`src/rtl/core_pipe_exec_mdu_issue_if.sv`:
```
// core_pipe_exec_mdu_issue_if: decode, multiply/divide unit and writeback signals of the MDU issue stage
interface core_pipe_exec_mdu_issue_if #(
    parameter int XLEN = 64
);
    logic            pipe_flush;
    logic            in_valid;
    logic            in_ready;
    logic [2:0]      in_funct3;
    logic            in_word;
    logic [XLEN-1:0] in_rs1;
    logic [XLEN-1:0] in_rs2;
    logic [4:0]      in_rd_addr;
    logic            mdu_valid;
    logic            mdu_op_word;
    logic            mdu_op_mul;
    logic            mdu_op_mulh;
    logic            mdu_op_mulhu;
    logic            mdu_op_mulhsu;
    logic            mdu_op_div;
    logic            mdu_op_divu;
    logic            mdu_op_rem;
    logic            mdu_op_remu;
    logic [XLEN-1:0] mdu_rs1;
    logic [XLEN-1:0] mdu_rs2;
    logic            mdu_flush;
    logic            mdu_ready;
    logic [XLEN-1:0] mdu_rd;
    logic            out_valid;
    logic            out_ready;
    logic [4:0]      out_rd_addr;
    logic [XLEN-1:0] out_data;

    modport master (
        input  pipe_flush, in_valid, in_funct3, in_word, in_rs1, in_rs2, in_rd_addr,
        input  mdu_ready, mdu_rd, out_ready,
        output in_ready, mdu_valid, mdu_op_word, mdu_op_mul, mdu_op_mulh, mdu_op_mulhu,
        output mdu_op_mulhsu, mdu_op_div, mdu_op_divu, mdu_op_rem, mdu_op_remu,
        output mdu_rs1, mdu_rs2, mdu_flush, out_valid, out_rd_addr, out_data
    );

    modport slave (
        output pipe_flush, in_valid, in_funct3, in_word, in_rs1, in_rs2, in_rd_addr,
        output mdu_ready, mdu_rd, out_ready,
        input  in_ready, mdu_valid, mdu_op_word, mdu_op_mul, mdu_op_mulh, mdu_op_mulhu,
        input  mdu_op_mulhsu, mdu_op_div, mdu_op_divu, mdu_op_rem, mdu_op_remu,
        input  mdu_rs1, mdu_rs2, mdu_flush, out_valid, out_rd_addr, out_data
    );
endinterface

```
`src/rtl/core_pipe_exec_mdu_issue.sv`:
```
// core_pipe_exec_mdu_issue: MDU issue/result-capture stage; CORE_MDU_ISSUE_RESCACHE_EN adds a one-entry result cache
module core_pipe_exec_mdu_issue #(
    parameter int XLEN = 64
) (
    input logic                         g_clk,
    input logic                         g_reset,
    core_pipe_exec_mdu_issue_if.master  bus
);
    typedef enum logic [1:0] {IDLE, RUN, RESP} state_t;

    state_t          state;
    state_t          state_nxt;
    logic [2:0]      funct3_q;
    logic            word_q;
    logic [XLEN-1:0] rs1_q;
    logic [XLEN-1:0] rs2_q;
    logic [4:0]      rd_q;
    logic [XLEN-1:0] data_q;
    logic            take;
    logic            accept;
    logic            illegal;
    logic            hit;
    logic [XLEN-1:0] hit_data;
    logic            done;
    logic            run;

    assign take    = !bus.pipe_flush && (state == IDLE || (state == RESP && bus.out_ready));
    assign accept  = take && bus.in_valid;
    assign illegal = bus.in_word && !bus.in_funct3[2] && bus.in_funct3[1:0] != 2'b00;
    assign run     = state == RUN;
    assign done    = run && bus.mdu_ready && !bus.pipe_flush;

`ifdef CORE_MDU_ISSUE_RESCACHE_EN
    logic            c_valid;
    logic [2:0]      c_funct3;
    logic            c_word;
    logic [XLEN-1:0] c_rs1;
    logic [XLEN-1:0] c_rs2;
    logic [XLEN-1:0] c_data;

    assign hit = !illegal && c_valid && c_funct3 == bus.in_funct3 && c_word == bus.in_word &&
                 c_rs1 == bus.in_rs1 && c_rs2 == bus.in_rs2;
    assign hit_data = c_data;

    // Remember the last completed op and its result; any flush forgets it
    always_ff @(posedge g_clk or posedge g_reset) begin
        if (g_reset) begin
            c_valid  <= 1'b0;
            c_funct3 <= '0;
            c_word   <= 1'b0;
            c_rs1    <= '0;
            c_rs2    <= '0;
            c_data   <= '0;
        end else if (bus.pipe_flush) begin
            c_valid <= 1'b0;
        end else if (done) begin
            c_valid  <= 1'b1;
            c_funct3 <= funct3_q;
            c_word   <= word_q;
            c_rs1    <= rs1_q;
            c_rs2    <= rs2_q;
            c_data   <= bus.mdu_rd;
        end
    end
`else
    assign hit      = 1'b0;
    assign hit_data = '0;
`endif

    // State register
    always_ff @(posedge g_clk or posedge g_reset) begin
        if (g_reset) state <= IDLE;
        else         state <= state_nxt;
    end

    // Next state: flush wins, then a new op, then unit completion, then writeback drain
    always_comb begin
        state_nxt = state;
        if (bus.pipe_flush)                    state_nxt = IDLE;
        else if (accept)                       state_nxt = (illegal || hit) ? RESP : RUN;
        else if (run && bus.mdu_ready)         state_nxt = RESP;
        else if (state == RESP && bus.out_ready) state_nxt = IDLE;
    end

    // Outputs: strobes come from registered funct3 and only during RUN
    always_comb begin
        bus.in_ready      = take;
        bus.mdu_valid     = run;
        bus.mdu_op_word   = run && word_q;
        bus.mdu_op_mul    = run && funct3_q == 3'd0;
        bus.mdu_op_mulh   = run && funct3_q == 3'd1;
        bus.mdu_op_mulhsu = run && funct3_q == 3'd2;
        bus.mdu_op_mulhu  = run && funct3_q == 3'd3;
        bus.mdu_op_div    = run && funct3_q == 3'd4;
        bus.mdu_op_divu   = run && funct3_q == 3'd5;
        bus.mdu_op_rem    = run && funct3_q == 3'd6;
        bus.mdu_op_remu   = run && funct3_q == 3'd7;
        bus.mdu_rs1       = rs1_q;
        bus.mdu_rs2       = rs2_q;
        bus.mdu_flush     = bus.pipe_flush || (run && bus.mdu_ready);
        bus.out_valid     = state == RESP;
        bus.out_rd_addr   = rd_q;
        bus.out_data      = data_q;
    end

    // Operand capture on accept; result capture from the unit, the cache, or zero for illegal ops
    always_ff @(posedge g_clk or posedge g_reset) begin
        if (g_reset) begin
            funct3_q <= '0;
            word_q   <= 1'b0;
            rs1_q    <= '0;
            rs2_q    <= '0;
            rd_q     <= '0;
            data_q   <= '0;
        end else begin
            if (accept) begin
                funct3_q <= bus.in_funct3;
                word_q   <= bus.in_word;
                rs1_q    <= bus.in_rs1;
                rs2_q    <= bus.in_rs2;
                rd_q     <= bus.in_rd_addr;
            end
            if (accept && illegal)  data_q <= '0;
            else if (accept && hit) data_q <= hit_data;
            else if (done)          data_q <= bus.mdu_rd;
        end
    end
endmodule

```
`src/flat_wrapper.sv`:
```
// flat-port wrapper written by rule: the top's interface ports become plain ports
module core_pipe_exec_mdu_issue_flat 
#(
    parameter int XLEN = 64
)
  (g_clk, g_reset, bus_pipe_flush, bus_in_valid, bus_in_funct3, bus_in_word, bus_in_rs1, bus_in_rs2, bus_in_rd_addr, bus_mdu_ready, bus_mdu_rd, bus_out_ready, bus_in_ready, bus_mdu_valid, bus_mdu_op_word, bus_mdu_op_mul, bus_mdu_op_mulh, bus_mdu_op_mulhu, bus_mdu_op_mulhsu, bus_mdu_op_div, bus_mdu_op_divu, bus_mdu_op_rem, bus_mdu_op_remu, bus_mdu_rs1, bus_mdu_rs2, bus_mdu_flush, bus_out_valid, bus_out_rd_addr, bus_out_data);
  core_pipe_exec_mdu_issue_if #(.XLEN(XLEN)) bus_i ();
  input logic g_clk;
  input logic g_reset;
  input wire logic [$bits(bus_i.pipe_flush)-1:0] bus_pipe_flush;
  input wire logic [$bits(bus_i.in_valid)-1:0] bus_in_valid;
  input wire logic [$bits(bus_i.in_funct3)-1:0] bus_in_funct3;
  input wire logic [$bits(bus_i.in_word)-1:0] bus_in_word;
  input wire logic [$bits(bus_i.in_rs1)-1:0] bus_in_rs1;
  input wire logic [$bits(bus_i.in_rs2)-1:0] bus_in_rs2;
  input wire logic [$bits(bus_i.in_rd_addr)-1:0] bus_in_rd_addr;
  input wire logic [$bits(bus_i.mdu_ready)-1:0] bus_mdu_ready;
  input wire logic [$bits(bus_i.mdu_rd)-1:0] bus_mdu_rd;
  input wire logic [$bits(bus_i.out_ready)-1:0] bus_out_ready;
  output wire logic [$bits(bus_i.in_ready)-1:0] bus_in_ready;
  output wire logic [$bits(bus_i.mdu_valid)-1:0] bus_mdu_valid;
  output wire logic [$bits(bus_i.mdu_op_word)-1:0] bus_mdu_op_word;
  output wire logic [$bits(bus_i.mdu_op_mul)-1:0] bus_mdu_op_mul;
  output wire logic [$bits(bus_i.mdu_op_mulh)-1:0] bus_mdu_op_mulh;
  output wire logic [$bits(bus_i.mdu_op_mulhu)-1:0] bus_mdu_op_mulhu;
  output wire logic [$bits(bus_i.mdu_op_mulhsu)-1:0] bus_mdu_op_mulhsu;
  output wire logic [$bits(bus_i.mdu_op_div)-1:0] bus_mdu_op_div;
  output wire logic [$bits(bus_i.mdu_op_divu)-1:0] bus_mdu_op_divu;
  output wire logic [$bits(bus_i.mdu_op_rem)-1:0] bus_mdu_op_rem;
  output wire logic [$bits(bus_i.mdu_op_remu)-1:0] bus_mdu_op_remu;
  output wire logic [$bits(bus_i.mdu_rs1)-1:0] bus_mdu_rs1;
  output wire logic [$bits(bus_i.mdu_rs2)-1:0] bus_mdu_rs2;
  output wire logic [$bits(bus_i.mdu_flush)-1:0] bus_mdu_flush;
  output wire logic [$bits(bus_i.out_valid)-1:0] bus_out_valid;
  output wire logic [$bits(bus_i.out_rd_addr)-1:0] bus_out_rd_addr;
  output wire logic [$bits(bus_i.out_data)-1:0] bus_out_data;
  assign bus_i.pipe_flush = bus_pipe_flush;
  assign bus_i.in_valid = bus_in_valid;
  assign bus_i.in_funct3 = bus_in_funct3;
  assign bus_i.in_word = bus_in_word;
  assign bus_i.in_rs1 = bus_in_rs1;
  assign bus_i.in_rs2 = bus_in_rs2;
  assign bus_i.in_rd_addr = bus_in_rd_addr;
  assign bus_i.mdu_ready = bus_mdu_ready;
  assign bus_i.mdu_rd = bus_mdu_rd;
  assign bus_i.out_ready = bus_out_ready;
  assign bus_in_ready = bus_i.in_ready;
  assign bus_mdu_valid = bus_i.mdu_valid;
  assign bus_mdu_op_word = bus_i.mdu_op_word;
  assign bus_mdu_op_mul = bus_i.mdu_op_mul;
  assign bus_mdu_op_mulh = bus_i.mdu_op_mulh;
  assign bus_mdu_op_mulhu = bus_i.mdu_op_mulhu;
  assign bus_mdu_op_mulhsu = bus_i.mdu_op_mulhsu;
  assign bus_mdu_op_div = bus_i.mdu_op_div;
  assign bus_mdu_op_divu = bus_i.mdu_op_divu;
  assign bus_mdu_op_rem = bus_i.mdu_op_rem;
  assign bus_mdu_op_remu = bus_i.mdu_op_remu;
  assign bus_mdu_rs1 = bus_i.mdu_rs1;
  assign bus_mdu_rs2 = bus_i.mdu_rs2;
  assign bus_mdu_flush = bus_i.mdu_flush;
  assign bus_out_valid = bus_i.out_valid;
  assign bus_out_rd_addr = bus_i.out_rd_addr;
  assign bus_out_data = bus_i.out_data;
  core_pipe_exec_mdu_issue #(.XLEN(XLEN)) u_core (.g_clk(g_clk), .g_reset(g_reset), .bus(bus_i));
endmodule
```
`config.mk`:
```
export PLATFORM = sky130hd
export DESIGN_NAME = core_pipe_exec_mdu_issue_flat
export DESIGN_NICKNAME = d
export VERILOG_FILES = /design/src/rtl/core_pipe_exec_mdu_issue_if.sv /design/src/rtl/core_pipe_exec_mdu_issue.sv /design/src/flat_wrapper.sv
export SDC_FILE = /design/constraint.sdc
export NUM_CORES = 1
export LEC_CHECK = 0
export ABC_AREA = 1
export ABC_CLOCK_PERIOD_IN_PS = 11000
export CORE_AREA = 2 2 161 163
export DETAILED_ROUTE_END_ITERATION = 10
export DIE_AREA = 0 0 163 165
export PLACE_DENSITY = 0.79
export SETUP_SLACK_MARGIN = 0.02
export SLEW_MARGIN = 30
export SYNTH_ARGS = -nofsm -noshare
export SYNTH_HDL_FRONTEND = slang
export SYNTH_SLANG_ARGS = --single-unit
```
`constraint.sdc`:
```
create_clock -name g_clk -period 11 [get_ports g_clk]
set_input_delay 2.2 -clock g_clk [delete_from_list [all_inputs] [get_ports g_clk]]
set_output_delay 2.2 -clock g_clk [all_outputs]
set_load 0.01 [all_outputs]
```
congestion_map.png
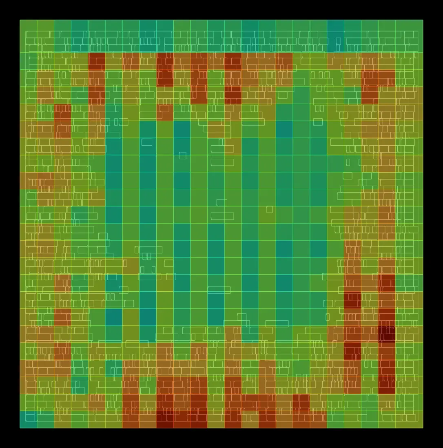
post-layout utilization of the core: 52.2%
grt met1 use: 19.8%
average detailed-routed wire length per instance: 15.3 um

closeup.png
Region (110, 29) to (135, 54) um. Cells in grey, sequential cells in the stronger grey; small squares are vias.
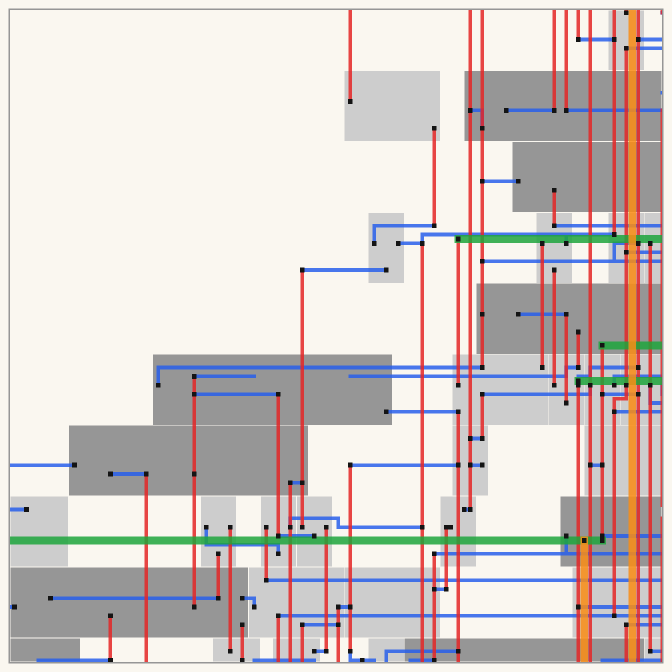
- M3: green
- M4: orange
- M1: blue
- M2: red
- netlist names of flops here include: u_core.bus.out_data (5), u_core.state (1)
- most frequent: nand2_1 (8), dfrtp_1 (6), clkdlybuf4s50_1 (5)
- cells with their middle in the window: 23
- sequential cells in the window: 6

==> metrics.json <==
{
  "finish": {
    "area.sequential_sq_um": 5080,
    "non_clock_buffer_area_share_pct": 32.2,
    "fill_cells": 2192,
    "final_common_cell": "nand2_1",
    "layout.area.top_class": "registers",
    "nets": 1509,
    "area_growth_pct": 64.9,
    "lay_top_cells": "nand2_1 (545), clkdlybuf4s50_1 (416), dfrtp_1 (203)",
    "area.share.combinational_pct": 19.3,
    "final.signal_buffer_count": 421,
    "multi_input_combinational_cell_area_sq_um": 2520
  },
  "synth": {
    "post_syn_nets": 1113,
    "ys_seq_share_pct": 64.1,
    "synthesis.area_per_instance_sq_um": 8.74,
    "top_cells_by_area": "dfrtp_1 (64%), nand2_1 (26%), nand3_1 (4.2%), buf_2 (2.3%), buf_6 (0.99%)",
    "unique_cell_types": 16
  },
  "drt": {
    "via_per_inst": 4.50
  },
  "pwr": {
    "p_per_cell_area_nw_per_um2": 200
  },
  "critical_path": {
    "critPathArrivalTime_ns": 3.53,
    "timing.reg2reg.setup_slack_ns": 8.08,
    "r2r.worst_path.cells": 6,
    "worst_setup_path_end_kind": "output port",
    "r2r_start": "u_core.state[0]",
    "crit_required_ns": 8.80,
    "crit_path_launch": "bus_pipe_flush"
  },
  "clock_network": {
    "clock_tree.htree_level_count": 1,
    "cts_setup_buffers": 0,
    "worst_skew_pair.late_latency_ns": 0.50,
    "cts_resized": 0
  },
  "min_path": {
    "min-delay-start": "u_core.bus.mdu_rs1[30]"
  },
  "timing": {
    "fin_worst_hold_slack_ns": 0.476,
    "setup_tns_ns": 0,
    "timing.final.max_slew_violations": 0
  },
  "run_status": {
    "run_status": "finished clean"
  },
  "job": {
    "cap_viol_max_count": 0
  },
  "die": {
    "io-pin-count": 417,
    "fp-row-count": 58,
    "core_area_sq_um": 25000,
    "fp_util_pct": 31.6
  },
  "global_routing": {
    "grt_antenna_before_repair": 0,
    "grt_max_degree": 128
  }
}
layers.png
Two of the layers only.
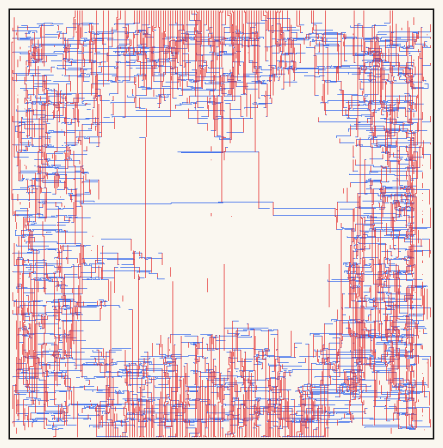
- M2: red (wire length 12,500 um)
- M1: blue (wire length 9,240 um)
vias post-DR: 7,419
Routed Wire Length: 25.2 mm
overall track demand over capacity in global routing: 17.9%

[synthesized netlist by cell type]
cell type,count
nand2_1,546
dfrtp_1,203
nand3_1,67
buf_2,37
nor2_1,17
inv_1,12
buf_6,7
clkbuf_1,4
o21ai_0,4
inv_2,2
nand4_1,2
a21oi_1,1
buf_4,1
clkinv_2,1
nor2_2,1
or2_2,1
[critical path, cell delays in order]
cell	delay (ns)
clkdlybuf4s50_1	0.43
inv_2	0.13
nand2_1	0.08
nor2_2	0.13
clkdlybuf4s50_1	0.56
[layer usage]
| layer | vias up | wire [um] | global-route usage, % |
|---|---|---|---|
| met1 | 3474 | 9240 | 19.8 |
| met2 | 337 | 12500 | 31.6 |
| met4 | 0 | 720 | 6.23 |
| li1 | 3564 | - | - |
| met5 | - | 0 | 0 |
| met3 | 44 | 2670 | 6.48 |
[cells by family after synthesis]
logic type | share of synthesized area [%]
compound gates | 0.316
buf+inv | 4.34
flops | 64.1
simple gates | 31.2
[stage by stage]
stage | cells | power, mW | worst slack (ns)
after floorplan | 906 | 1.33 | 3.26
after global placement | 1608 | 1.84 | 5.24
after detailed placement | 1608 | 1.86 | 5.26
after CTS | 1648 | 2.65 | 5.26
after global routing | 1648 | 2.76 | 5.17
final | 1648 | 2.61 | 5.27
[report_power, final]
group          internal (mW)  switching [mW]
Combinational          0.455           0.349
Sequential             0.931           0.102
Clock                  0.480           0.294
Total                   1.87           0.745
[sequential cells by signal, summed over array words and instances (netlist names)]
name and cells:
u_core.bus.out_data 64, u_core.bus.out_rd_addr 5, u_core.bus.mdu_rs1 64, u_core.word_q 1, u_core.state 2, u_core.funct3_q 3
u_core.bus.mdu_rs2 64
Power and IR drop assume default switching activity.
